<file path="src/rtl/srate_map_arbiter.sv">
// Arbitrates one single-port shading-rate BRAM between NUM_RD lookup ports and one
// map-update port, with a double-buffered map whose banks flip on a swap request.
module srate_map_arbiter #(
  parameter int TILE_ADDR_BITS = 13,
  parameter int SRATE_WIDTH    = 2,
  parameter int NUM_RD         = 4,
  parameter int WR_STARVE_MAX  = 8
) (
  input  logic                             clk,
  input  logic                             rst_n,
  input  logic [NUM_RD-1:0]                rd_req_valid,
  output logic [NUM_RD-1:0]                rd_req_ready,
  input  logic [NUM_RD*TILE_ADDR_BITS-1:0] rd_req_addr,
  output logic [NUM_RD-1:0]                rd_resp_valid,
  output logic [SRATE_WIDTH-1:0]           rd_resp_data,
  input  logic                             wr_req_valid,
  output logic                             wr_req_ready,
  input  logic [TILE_ADDR_BITS-1:0]        wr_req_addr,
  input  logic [SRATE_WIDTH-1:0]           wr_req_data,
  input  logic                             swap_req,
  output logic                             swap_done,
  output logic                             front_bank,
  output logic                             bram_en,
  output logic                             bram_we,
  output logic [TILE_ADDR_BITS:0]          bram_addr,
  output logic [SRATE_WIDTH-1:0]           bram_din,
  input  logic [SRATE_WIDTH-1:0]           bram_dout
);

  localparam int PTR_W = $clog2(NUM_RD);
  localparam int CNT_W = $clog2(WR_STARVE_MAX + 1);
  localparam logic [CNT_W-1:0] STARVE_LIMIT = CNT_W'(WR_STARVE_MAX);
  localparam logic [PTR_W:0]   NUM_RD_W     = (PTR_W + 1)'(NUM_RD);
  localparam logic [PTR_W-1:0] LAST_RD      = PTR_W'(NUM_RD - 1);

  typedef enum logic {
    SWAP_IDLE,
    SWAP_PENDING
  } swap_state_t;

  swap_state_t              swap_state_reg, swap_state_next;
  logic [PTR_W-1:0]         rr_ptr_reg, rr_ptr_next;
  logic [CNT_W-1:0]         starve_cnt_reg, starve_cnt_next;
  logic                     front_bank_reg;
  logic                     swap_done_reg;
  logic [NUM_RD-1:0]        resp_valid_reg;

  logic                     any_rd;
  logic                     wr_grant;
  logic                     rd_grant;
  logic                     rd_found;
  logic [PTR_W-1:0]         rd_sel;
  logic [PTR_W:0]           cand;
  logic                     swap_apply;
  logic [TILE_ADDR_BITS-1:0] rd_addr_arr [NUM_RD];

  generate
    for (genvar gi = 0; gi < NUM_RD; gi++) begin : g_port
      assign rd_addr_arr[gi]  = rd_req_addr[gi*TILE_ADDR_BITS +: TILE_ADDR_BITS];
      assign rd_req_ready[gi] = rd_grant && (rd_sel == PTR_W'(gi));
    end
  endgenerate

  // Write wins when no reader wants the port or once it has been starved long enough.
  always_comb begin
    any_rd   = |rd_req_valid;
    wr_grant = rst_n && wr_req_valid && (!any_rd || (starve_cnt_reg == STARVE_LIMIT));
    rd_grant = rst_n && !wr_grant && any_rd;
    rd_found = 1'b0;
    rd_sel   = '0;
    cand     = '0;
    for (int k = 0; k < NUM_RD; k++) begin
      cand = {1'b0, rr_ptr_reg} + (PTR_W + 1)'(k);
      if (cand >= NUM_RD_W) begin
        cand = cand - NUM_RD_W;
      end
      if (!rd_found && rd_req_valid[cand[PTR_W-1:0]]) begin
        rd_found = 1'b1;
        rd_sel   = cand[PTR_W-1:0];
      end
    end
  end

  // Lookups always see the front bank; updates always land in the back bank.
  always_comb begin
    bram_en   = wr_grant || rd_grant;
    bram_we   = wr_grant;
    bram_addr = '0;
    bram_din  = '0;
    if (wr_grant) begin
      bram_addr = {~front_bank_reg, wr_req_addr};
      bram_din  = wr_req_data;
    end else if (rd_grant) begin
      bram_addr = {front_bank_reg, rd_addr_arr[rd_sel]};
    end
  end

  always_comb begin
    rr_ptr_next = rr_ptr_reg;
    if (rd_grant) begin
      rr_ptr_next = (rd_sel == LAST_RD) ? '0 : rd_sel + 1'b1;
    end
    starve_cnt_next = starve_cnt_reg;
    if (wr_grant) begin
      starve_cnt_next = '0;
    end else if (wr_req_valid && (starve_cnt_reg != STARVE_LIMIT)) begin
      starve_cnt_next = starve_cnt_reg + 1'b1;
    end
  end

  // A swap request arriving while one is already pending is simply absorbed.
  always_comb begin
    swap_state_next = swap_state_reg;
    swap_apply      = 1'b0;
    case (swap_state_reg)
      SWAP_IDLE: begin
        if (swap_req) begin
          swap_state_next = SWAP_PENDING;
        end
      end
      SWAP_PENDING: begin
        if (!wr_grant) begin
          swap_apply      = 1'b1;
          swap_state_next = SWAP_IDLE;
        end
      end
      default: swap_state_next = SWAP_IDLE;
    endcase
  end

  always_ff @(posedge clk) begin
    if (!rst_n) begin
      swap_state_reg <= SWAP_IDLE;
      rr_ptr_reg     <= '0;
      starve_cnt_reg <= '0;
      front_bank_reg <= 1'b0;
      swap_done_reg  <= 1'b0;
      resp_valid_reg <= '0;
    end else begin
      swap_state_reg <= swap_state_next;
      rr_ptr_reg     <= rr_ptr_next;
      starve_cnt_reg <= starve_cnt_next;
      front_bank_reg <= front_bank_reg ^ swap_apply;
      swap_done_reg  <= swap_apply;
      resp_valid_reg <= rd_req_ready;
    end
  end

  // A response still in flight when reset arrives must never reach a requester.
  assign rd_resp_valid = rst_n ? resp_valid_reg : '0;
  assign rd_resp_data  = (rst_n && (|resp_valid_reg)) ? bram_dout : '0;
  assign wr_req_ready  = wr_grant;
  assign front_bank    = front_bank_reg;
  assign swap_done     = swap_done_reg;

endmodule

</file>
<file path="config.mk">
export PLATFORM = sky130hd
export DESIGN_NAME = srate_map_arbiter
export DESIGN_NICKNAME = d
export VERILOG_FILES = /design/src/rtl/srate_map_arbiter.sv
export SDC_FILE = /design/constraint.sdc
export NUM_CORES = 1
export LEC_CHECK = 0
export CORE_ASPECT_RATIO = 0.8
export CORE_MARGIN = 2
export CORE_UTILIZATION = 38
export DETAILED_ROUTE_END_ITERATION = 7
export GPL_TIMING_DRIVEN = 0
export PLACE_DENSITY_LB_ADDON = 0.05
export SLEW_MARGIN = 20
export SYNTH_ARGS = -nofsm -noshare
export SYNTH_HDL_FRONTEND = slang
export SYNTH_SLANG_ARGS = --single-unit
</file>
<file path="constraint.sdc">
create_clock -name clk -period 4.56 [get_ports clk]
set_clock_uncertainty 0.05 [all_clocks]
set_input_delay 0.912 -clock clk [delete_from_list [all_inputs] [get_ports clk]]
set_output_delay 0.912 -clock clk [all_outputs]
set_load 0.005 [all_outputs]
</file>
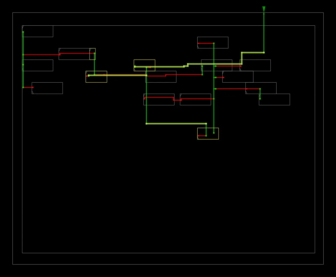
**Above:** run 1 (clock nets).
flip-flops: 13
worst skew pair latency: 0.25 ns

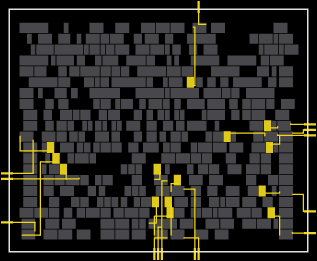
**Above:** run 1 (wires at chosen ports, followed through buffers).
Drawn at 4 px/um.
legend:
  yellow:
    port: `bram_addr`
    bits: 14
    direction: output
    edge: 5 east, 5 south, 3 west, 1 north
    end_cells: 14
    wire: 239 um

==> run summary, run 1 <==
run results: Logic pwr share between 60% and 70%, hold bufs inserted after CTS 0, met2 Track Usage GR between 30% and 40%, Post-synth regs 13, Antenna diodes 0, die area 0.00447 mm2, die width 74.3 um, Cell Chain, Critical Path clkdlybuf4s50_1 -> nor2b_1 -> nor4_4 -> buf_4 -> or2_2 -> buf_4 -> buf_6 -> a211oi_1 -> o21ai_1 -> clkdlybuf4s50_1, layout cells sized above 1 7.60%, Largest cells by area dfxtp_1 (17%), a211oi_1 (13%), and3_1 (10%), Top cell excl fill/tap clkdlybuf4s50_1, Synth Seq Share 17.3%, CP Launch Type input port, outcome completed, Synth Instances 213, CP top delay family buffers and inverters, via-per-instance ratio 5.20, most numerous logic cells after layout clkdlybuf4s50_1 (107), a211oi_1 (26), and3_1 (24), yosys cell count approximately 210, Layout area overhead 81.8%, nets 413, DR iter-0 viols 71, Multiplexer share 1.33%, GRT met1 Usage 30.8%, post-synth area from yosys stat about 0.0015 mm2, highest ir drop seen on vdd 0.000186 V, # DRC 0, setup ws final around 0.14 ns, Setup CP Type input port to output port, Placed Instances 375, EDFF count, synth 0, DRT antenna net count 0, CTS Buf Count 3, clk slew on worst S/H paths 0.05 ns, CTS tree built, number of global-route vias before repair 1733, Final Util 71.8%, XOR-XNOR Cells, Area Fraction 2.33%, PD cells between 200 and 300 mW/mm2, Reg-to-Reg End resp_valid_reg[1], Worst EP arrival 3.46 ns, comb area leader simple AND/OR/NAND/NOR gates, antenna violations before repair 0, distinct lib cells 38, worst slack at placement 0.113 ns, static leakage 1.10 nW, clock sink count 13, worst path bufs/invs 5, H-tree levels 1, Endpoint, Worst Hold rr_ptr_reg[0], first-pass GRT wire length 7960 um, DRT Pass-1 Iters 4
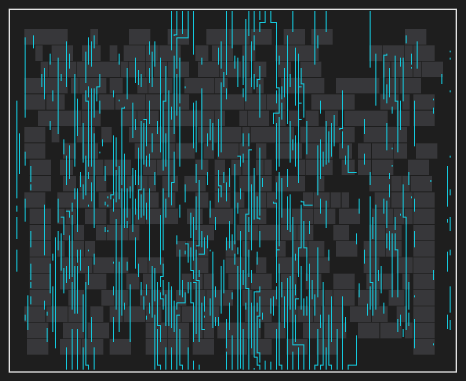
**Above:** run 1 (the metal 2 layer).
Drawn at 6 px/um.
nets with wire on the layer: 334
main direction: vertical

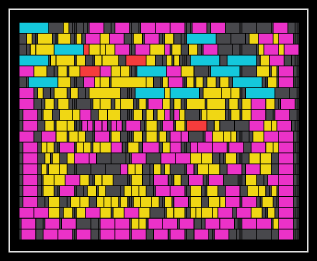
**Above:** run 1 (cell classes on the final placement).
Drawn at 4 px/um. Fill, decap, tap and diode cells in grey.
legend:
  yellow:
    class: combinational and other logic
    cells: 181
    share_of_their_area: 43%
  red:
    class: clock drivers and dummy loads
    cells: 4
    share_of_their_area: 1.7%
  magenta:
    class: remaining buffers and delay cells
    cells: 131
    share_of_their_area: 45%
  cyan:
    class: sequential cells
    cells: 13
    share_of_their_area: 9.8%

[run 1: worst reg2reg max path, cell delays in order (launching register included)]
cell and delay (ns):
dfxtp_1 0.34, nor2b_1 0.25, a211o_1 0.15, and2_1 0.12, clkbuf_1 0.28, buf_2 0.30
inv_1 0.09, ha_1 0.19, and3_1 0.14
[run 1: cells in the mapped netlist, drive strengths merged (2+ instances only)]
library cell,instances
a211oi,26
and3,24
nand2,20
nand3,17
o21ai,16
dfxtp,13
nor3,13
nor3b,13
buf,10
clkbuf,9
inv,7
nor2,7
and2,6
ha,6
nor2b,5
mux2i,2
nor4,2
xnor2,2
xor2,2
[run 1: stage by stage]
stage          hold slack (ns)  setup TNS (ns)
5_1_grt                  0.498        -0.00240
4_1_cts                  0.445               0
3_3_place_gp             0.424               0
6_report                 0.462               0
2_1_floorplan            0.405               0
3_5_place_dp             0.438               0
[run 1: area by class of cell]
cell class	count	area [um2]	area share [%]
multi-input cells	174	1120	41.1
repair buffers	113	1120	40.9
flip-flops and latches	13	260	9.53
plain buffers	18	91.3	3.35
well taps	55	68.8	2.52
clock buffers	4	45.0	1.65
inverters	7	26.3	0.962
[run 1: worst max path at each step]
| stage | to | slack (ns) | start | cells after the start |
|---|---|---|---|---|
| after floorplan | rd_req_ready[0] | 1.33 | rd_req_valid[0] | 8 |
| after global placement | rd_req_ready[2] | 0.12 | rd_req_valid[1] | 10 |
| after detailed placement | rd_req_ready[2] | 0.11 | rd_req_valid[1] | 10 |
| after CTS | rd_req_ready[2] | 0.11 | rd_req_valid[3] | 10 |
| after global routing | bram_addr[1] | -0.002 | rd_req_valid[2] | 10 |
| final | bram_addr[12] | 0.14 | rd_req_valid[2] | 10 |
[run 1: power by group through the flow]
stage / logic (mW) / registers [mW] / clock network, mW
after floorplan: 0.279 / 0.146 / 0
after global placement: 0.519 / 0.149 / 0
after detailed placement: 0.524 / 0.149 / 0
after CTS: 0.526 / 0.147 / 0.109
after global routing: 0.600 / 0.151 / 0.114
final: 0.548 / 0.148 / 0.105
[run 1: routing by layer]
metal	vias to the layer above	part of all wire, %
met5	-	0
met4	0	1.6
met3	8	7.9
met2	82	44
met1	893	47
li1	1015	-
[run 1: what timing repair did]
action / 4_1_cts / 5_1_grt
setup buffers: 0 / 6
resized: 0 / 1
endpoints found under the setup margin: 0 / 8
[run 1: cell families (layout without fill, tap and decap cells)]
family / Yosys count / after routing
compound gates: 48 / 48
xor+xnor: 4 / 4
fa+ha+maj: 6 / 6
buf+inv: 26 / 142
flops: 13 / 13
mux: 2 / 2
simple gates: 114 / 114
**Run 1: clock network drawn from the DEF**

Drawn at 6 px/um.
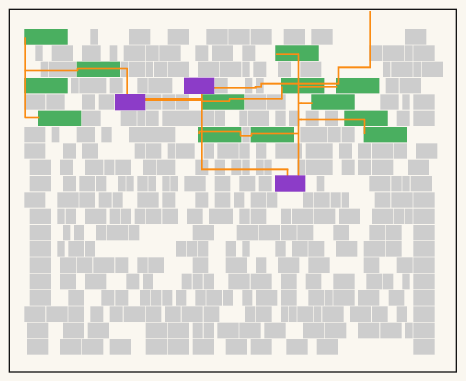

## Run 2: what changed since run 1
--- a/config.mk
+++ b/config.mk
@@ -5,7 +5,6 @@
 export SDC_FILE = /design/constraint.sdc
 export NUM_CORES = 1
 export LEC_CHECK = 0
-export CORE_ASPECT_RATIO = 0.8
 export CORE_MARGIN = 2
 export CORE_UTILIZATION = 38
 export DETAILED_ROUTE_END_ITERATION = 7
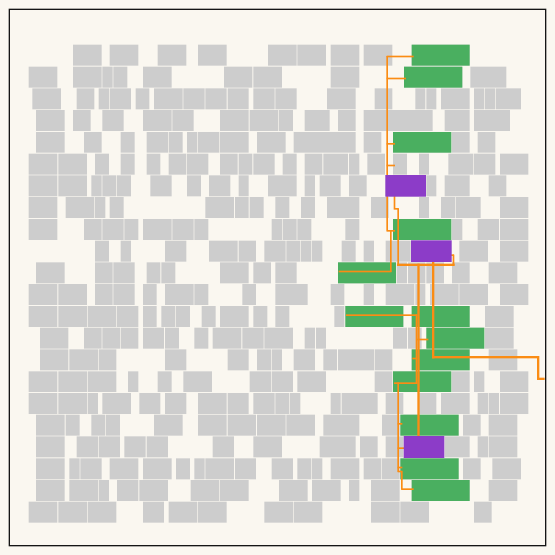
**Above:** run 2 (clock network drawn from the DEF).
Drawn at 8 px/um.
legend:
  purple:
    item: clock drivers
    count: 3
  orange:
    item: clock wires
    length: 165 um
  green:
    item: flip-flops
    count: 13
routed clock nets: 4

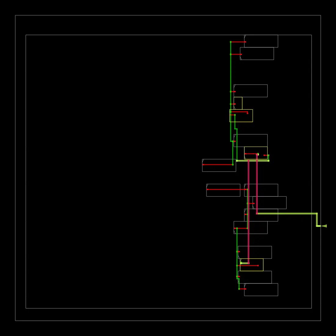
**Above:** run 2 (clock nets).
CTS Buf Count: 3
P_clk: 0.101 mW

==> run summary, run 2 <==
run results: post-layout min period 4.42 ns, largest net degree at the start of global routing 12, worst slack at placement 0.0771 ns (-0.0356 ns), CP endpoint kind output port, Overflow after GRT 0, worst skew pair latency 0.24 ns (about the same), internal power 0.487 mW, Dominant cell area share roughly 17%, Logic pwr share 68.0% (-0.4 points), Initial Util 40.1%, FMAX 226 MHz, Layout area overhead 79.1%, die width 66.9 um (-10%), clock sink count 13 (unchanged), Req. time, crit path about 3.6 ns, worst path bufs/invs 5 (unchanged), static leakage 1.08 nW (-2.2%), Worst Tran Pin Value 0.514 ns, distinct lib cells 38 (unchanged), Synth Seq Share 17.3% (unchanged), nets 408 (-1.2%), post-synth area from yosys stat 0.00150 mm2 (unchanged), DRT Pass-1 Iters 4 (unchanged), setup TNS 0 ns (unchanged), CTS tree built, maxcap violations 0, slowest library cell on the worst path clkdlybuf4s50_1, Worst EP arrival 3.46 ns (about the same), clock root cell clkbuf_8, Post-Syn Nets 296, Synth Instances 213 (unchanged), Slew Viols, Final 0, clk slew on worst S/H paths 0.05 ns (about the same), via-per-instance ratio 5.26 (+1.0%), RSZ-0062 raised after global routing no, highest ir drop seen on vdd 0.000176 V (-5.4%), hold bufs inserted after CTS 0 (unchanged), outcome completed, Dominant flop cell dfxtp_1, setup ws final 0.141 ns (+0.00471 ns), Hold Path Origin rr_ptr_reg[0], Largest cells by area dfxtp_1 (17%), a211oi_1 (13%), and3_1 (10%), # DRC 0 (unchanged), H-tree levels 1 (unchanged), syn_area_per_cell 7.05 um2, CP peak stage delay 0.52 ns, Die Height between 60 and 70 um, CP Launch Type input port, PD cells 290 mW/mm2 (-1.2%), Reg-to-Reg End rr_ptr_reg[1], Net Sw Frac a little under two fifths, CP top delay family buffers and inverters, Psw 0.292 mW, layout cells sized above 1 6.48% (-1.1 points), depth of the worst hold-timing path 2, EDFF count, synth 0 (unchanged), Critical Path Source rd_req_valid[2], most numerous logic cells after layout clkdlybuf4s50_1 (107), a211oi_1 (26), and3_1 (24), die area 0.00447 mm2 (about the same), Final Hold Fails 0, CTS Buffer Depth 2, count leader, synth a211oi_1, number of global-route vias before repair 1835 (+5.9%), num ports 108, FP Rows 22, Post-synth regs 13 (unchanged), Top cell excl fill/tap clkdlybuf4s50_1, gpl congestion ~0.86, Setup CP Type input port to output port, first-pass GRT wire length 8050 um (+1.1%), DRT antenna net count 0 (unchanged), yosys cell count 213 (unchanged), commonest cells in the synthesized netlist a211oi_1 (26), and3_1 (24), nand2_1 (20), nand3_1 (17), o21ai_1 (14), Synth area leader dfxtp_1, total global-route track usage a little under a quarter, Cell Chain, Critical Path clkdlybuf4s50_1 -> nor2b_1 -> a211o_1 -> and2_1 -> clkbuf_1 -> clkbuf_4 -> inv_1 -> ha_1 -> and3_1 -> clkdlybuf4s50_1, Endpoint, Worst Hold rr_ptr_reg[0], DR iter-0 viols 44 (-38%), Final Util 71.8% (about the same), antenna violations before repair 0 (unchanged), Antenna diodes 0 (unchanged)
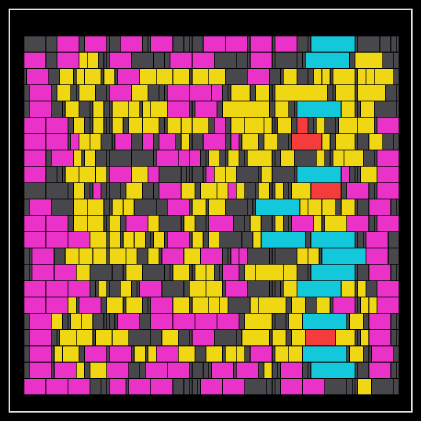
**Above:** run 2 (cell classes on the final placement).
Drawn at 6 px/um. Fill, decap, tap and diode cells in grey.
legend:
  red:
    class: clock drivers and dummy loads
    cells: 4
    share_of_their_area: 1.8%
  yellow:
    class: combinational and other logic
    cells: 181
    share_of_their_area: 44%
  magenta:
    class: remaining buffers and delay cells
    cells: 126
    share_of_their_area: 45%
  cyan:
    class: sequential cells
    cells: 13
    share_of_their_area: 9.9%

[run 2: cell counts after synthesis]
No cell type changed its count.
[run 2: layout make-up]
cell class	count	area, um2
multi-input combinational	174	1120
clock inverter	1	5.00
sequential	13	260
buffer	18	93.8
tap	48	60.1
fill	328	1050
clock buffer	3	41.3
timing repair buffer	108	1080
inverter	7	26.3
[run 2: logic make-up (layout without fill, tap and decap cells)]
| group | Yosys count | count (layout) | share of synthesized area [%] |
|---|---|---|---|
| buffers and inverters | 26 | 137 | 8.08 |
| AOI/OAI and AO/OA | 48 | 48 | 21.6 |
| DFF | 13 | 13 | 17.3 |
| xor gates and xnor gates | 4 | 4 | 2.33 |
| adders and majority gates | 6 | 6 | 5.00 |
| and+or+nand+nor | 114 | 114 | 44.3 |
| muxes | 2 | 2 | 1.33 |
[run 2: what timing repair did]
action / 4_1_cts / 5_1_grt
resized: 0 / 2
setup buffers: 0 / 1
endpoints found under the setup margin: 0 / 15
[run 2: metrics by stage]
step                hold WS (ns)  instance area [um2]  cells  total power, mW
finish                     0.442                 2690    372            0.779
global route               0.468                 2690    372            0.846
CTS                        0.440                 2680    372            0.778
detailed placement         0.432                 2630    368            0.673
global placement           0.422                 2630    368            0.669
floorplan                  0.405                 1500    213            0.425
[run 2: power groups by stage]
stage	Combinational, mW	Clock, mW	Sequential [mW]
global placement	0.519	0	0.150
floorplan	0.279	0	0.146
detailed placement	0.523	0	0.150
CTS	0.526	0.103	0.148
global route	0.584	0.111	0.150
finish	0.530	0.101	0.149
[run 2: routing by layer]
metal	track usage, %	up-vias	wire [um]
met2	42.0	79	2530
li1	-	1004	-
met5	0	-	0
met1	26.9	864	2040
met3	4.05	8	378
met4	8.67	0	80
[run 2: worst reg2reg max path: cells and delay by family, from the launching register on]
family          cells  cell delay (ns)
fa+ha+maj           1             0.28
simple gates        4             0.36
compound gates      1             0.32
flops               1             0.47
buf+inv             2             0.42
[run 2: worst max-delay path by stage]
stage / slack (ns) / end / cells after the start
finish: 0.14 / rd_req_ready[1] / 10
detailed placement: 0.08 / bram_addr[5] / 9
global route: 0.01 / rd_req_ready[2] / 10
CTS: 0.04 / bram_addr[1] / 9
global placement: 0.07 / bram_addr[1] / 9
floorplan: 1.33 / rd_req_ready[0] / 8
**Run 2: the metal 2 layer**

Drawn at 8 px/um.
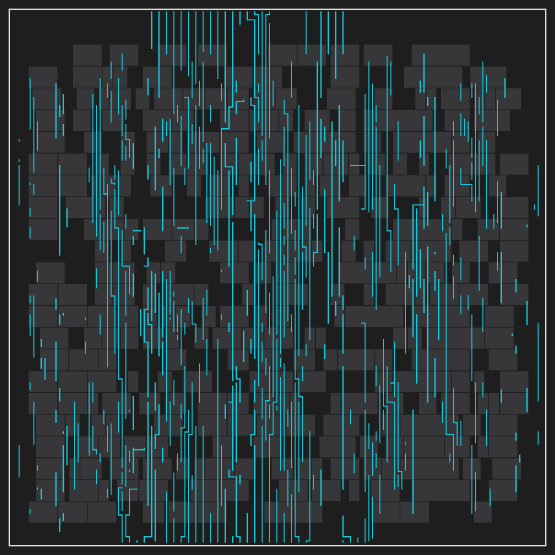

## Run 3: what changed since run 2
--- a/config.mk
+++ b/config.mk
@@ -8,9 +8,9 @@
 export CORE_MARGIN = 2
 export CORE_UTILIZATION = 38
 export DETAILED_ROUTE_END_ITERATION = 7
-export GPL_TIMING_DRIVEN = 0
 export PLACE_DENSITY_LB_ADDON = 0.05
 export SLEW_MARGIN = 20
 export SYNTH_ARGS = -nofsm -noshare
 export SYNTH_HDL_FRONTEND = slang
 export SYNTH_SLANG_ARGS = --single-unit
+export TNS_END_PERCENT = 1
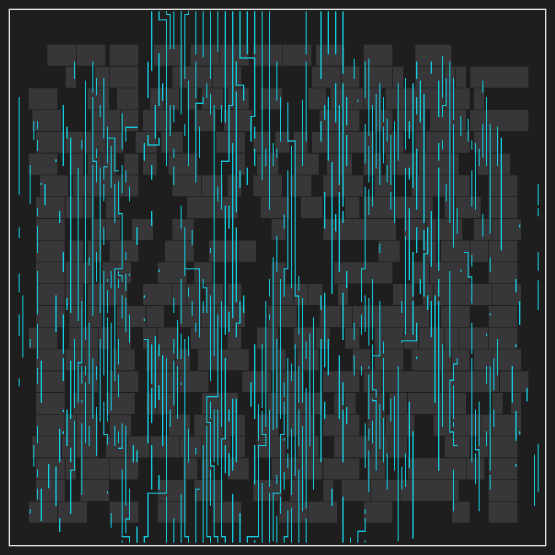
**Above:** run 3 (the metal 2 layer).
Drawn at 8 px/um.
via count: 1974
met2 Track Usage GR: 42.8%
Routed WL: 5310 um

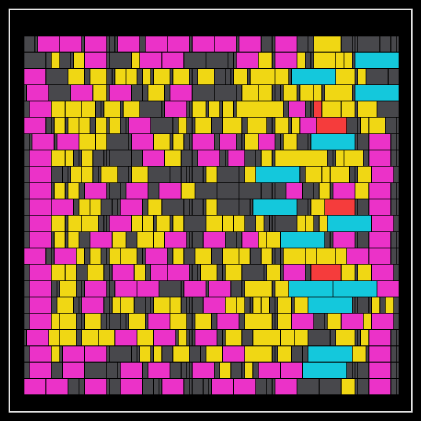
**Above:** run 3 (cell classes on the final placement).
Drawn at 6 px/um. Fill, decap, tap and diode cells in grey.
design area: 0.00265 mm2
FP Rows: 22
core area: 0.00374 mm2
flop share of the area: 9.83%
Final Util: 70.7%

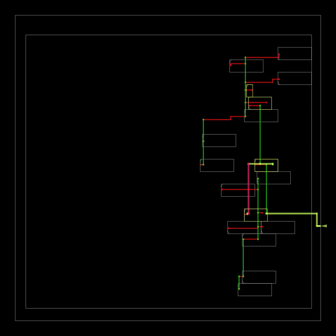
**Above:** run 3 (clock nets).
clock sink count: 13
P_clk: 0.102 mW
CLK BUF: 4

==> run summary, run 3 <==
run results: commonest cells in the synthesized netlist a211oi_1 (26), and3_1 (24), nand2_1 (20), nand3_1 (17), o21ai_1 (14), # DRC 0 (unchanged), highest ir drop seen on vdd 0.000143 V (-18%), Post-Syn Nets 296 (unchanged), antenna violations before repair 0 (unchanged), hold bufs inserted after CTS 0 (unchanged), slowest library cell on the worst path clkdlybuf4s50_1, FMAX 232 MHz (+2.4%), first-pass GRT wire length 8510 um (+5.7%), CP Launch Type input port, syn_area_per_cell 7.05 um2 (unchanged), outcome completed, setup TNS 0 ns (unchanged), worst skew pair latency 0.24 ns (about the same), Synth Instances 213 (unchanged), Dominant flop cell dfxtp_1, static leakage 1.05 nW (-2.6%), Largest cells by area dfxtp_1 (17%), a211oi_1 (13%), and3_1 (10%), RSZ-0062 raised after global routing no, Initial Util 40.1% (unchanged), via-per-instance ratio 5.47 (+4.0%), Post-Synth AOI/OAI Area 21.6% (unchanged), Synth Warn # 0, gpl congestion 0.852 (-0.59%), Slew Viols, Final 0 (unchanged), CP endpoint kind output port, die width 66.9 um (unchanged), largest net degree at the start of global routing 37 (+25), Placed Instances 357 (-3.0%), worst slack at placement 0.0812 ns (+0.00411 ns), Worst EP arrival 3.35 ns (-0.11 ns), nets 397 (-2.7%), comb area leader simple AND/OR/NAND/NOR gates, Die Height 66.9 um (unchanged), post-layout min period 4.31 ns (-0.106 ns), Gate Area 0.00112 mm2 (unchanged), PostCTS Resize Cnt 0 (unchanged), num ports 108 (unchanged), Period Utilization, post-route a little over nine tenths, CP peak stage delay 0.58 ns (+0.06 ns), number of global-route vias before repair 1884 (+2.7%), Post-synth regs 13 (unchanged), Synth Seq Share 17.3% (unchanged), total global-route track usage 24.0% (+0.82 points), clk slew on worst S/H paths 0.06 ns (about the same), Setup CP Type input port to output port, CTS tree built, total power 0.761 mW (-2.4%), maxcap violations 0 (unchanged), DR iter-0 viols 113 (+160%), Antenna diodes 0 (unchanged), distinct lib cells 38 (unchanged), DP Area 0.00260 mm2 (-1.3%), layout cells sized above 1 5.43% (-1.1 points), Layout area overhead 76.3%, setup ws final 0.246 ns (+0.106 ns), CTS Buffer Depth 2 (unchanged), PD cells 288 mW/mm2 (-0.82%), number of fill cells 344 (+4.9%), Req. time, crit path 3.60 ns (about the same), Multiplexer share 1.33% (unchanged), Synth Area in Simple Gates 44.3% (unchanged), count leader, synth a211oi_1, Final Hold Fails 0 (unchanged), H-tree levels 1 (unchanged), die area 0.00447 mm2 (unchanged), Worst Tran Pin Value 0.651 ns (+0.137 ns), CTS Buf Count 3 (unchanged), Top cell excl fill/tap clkdlybuf4s50_1, DRT Pass-1 Iters 4 (unchanged), Cell Count, Final, Fillers Out 361 (-3.0%), Top cell by count, worst path clkdlybuf4s50_1, post-CTS setup buffers 0 (unchanged), Synth area leader dfxtp_1, HP Class flip-flop to flip-flop, post-synth area from yosys stat 0.00150 mm2 (unchanged), DRT antenna net count 0 (unchanged), yosys cell count 213 (unchanged), clock root cell clkbuf_8, most numerous logic cells after layout clkdlybuf4s50_1 (107), a211oi_1 (26), and3_1 (24)
[run 3: per-layer routing]
layer	part of all wire (%)	global-route usage, %	vias up
met1	41	28.5	896
met5	0	0	-
met4	2.1	8.16	0
li1	-	-	984
met3	7.1	4.73	14
met2	50	42.8	80
[run 3: cells by family (layout without fill, tap and decap cells)]
kind of cell    after synthesis  in the layout
compound gates               48             48
xor+xnor                      4              4
fa+ha+maj                     6              6
buf+inv                      26            126
flops                        13             13
mux                           2              2
simple gates                114            114
[run 3: path summary, 6_finish.rpt]
kind | start | end | slack (ns) | depth (start not counted)
setup / recovery | rd_req_valid[3] | rd_req_ready[3] | 0.25 | 7
hold / removal | rr_ptr_reg[0] | rr_ptr_reg[0] | 0.45 | 2
setup reg to reg | rr_ptr_reg[1] | rr_ptr_reg[1] | 2.68 | 5
hold reg to reg | rr_ptr_reg[0] | rr_ptr_reg[0] | 0.45 | 2
[run 3: worst max-delay path: cells and delay by family]
family / cells / cell delay [ns]
AND/OR/NAND/NOR: 4 / 1.10
adder cells (fa/ha/maj): 1 / 0.25
buffers and inverters: 2 / 1.08
[run 3: area by class of cell]
class                           instances  area share (%)
Clock buffer                            4            1.70
Inverter                                7           0.993
Multi-Input combinational cell        174            42.5
Sequential cell                        13            9.83
Tap cell                               48            2.27
Timing Repair Buffer                  115            42.7
[run 3: power breakdown]
group | leakage, nW | total, mW | internal [mW] | switching, mW
Clock | 0.0228 | 0.102 | 0.0616 | 0.0405
Combinational | 0.919 | 0.510 | 0.279 | 0.230
Sequential | 0.107 | 0.149 | 0.132 | 0.0174
No activity file was given, so power comes from the tool's default toggle rates.
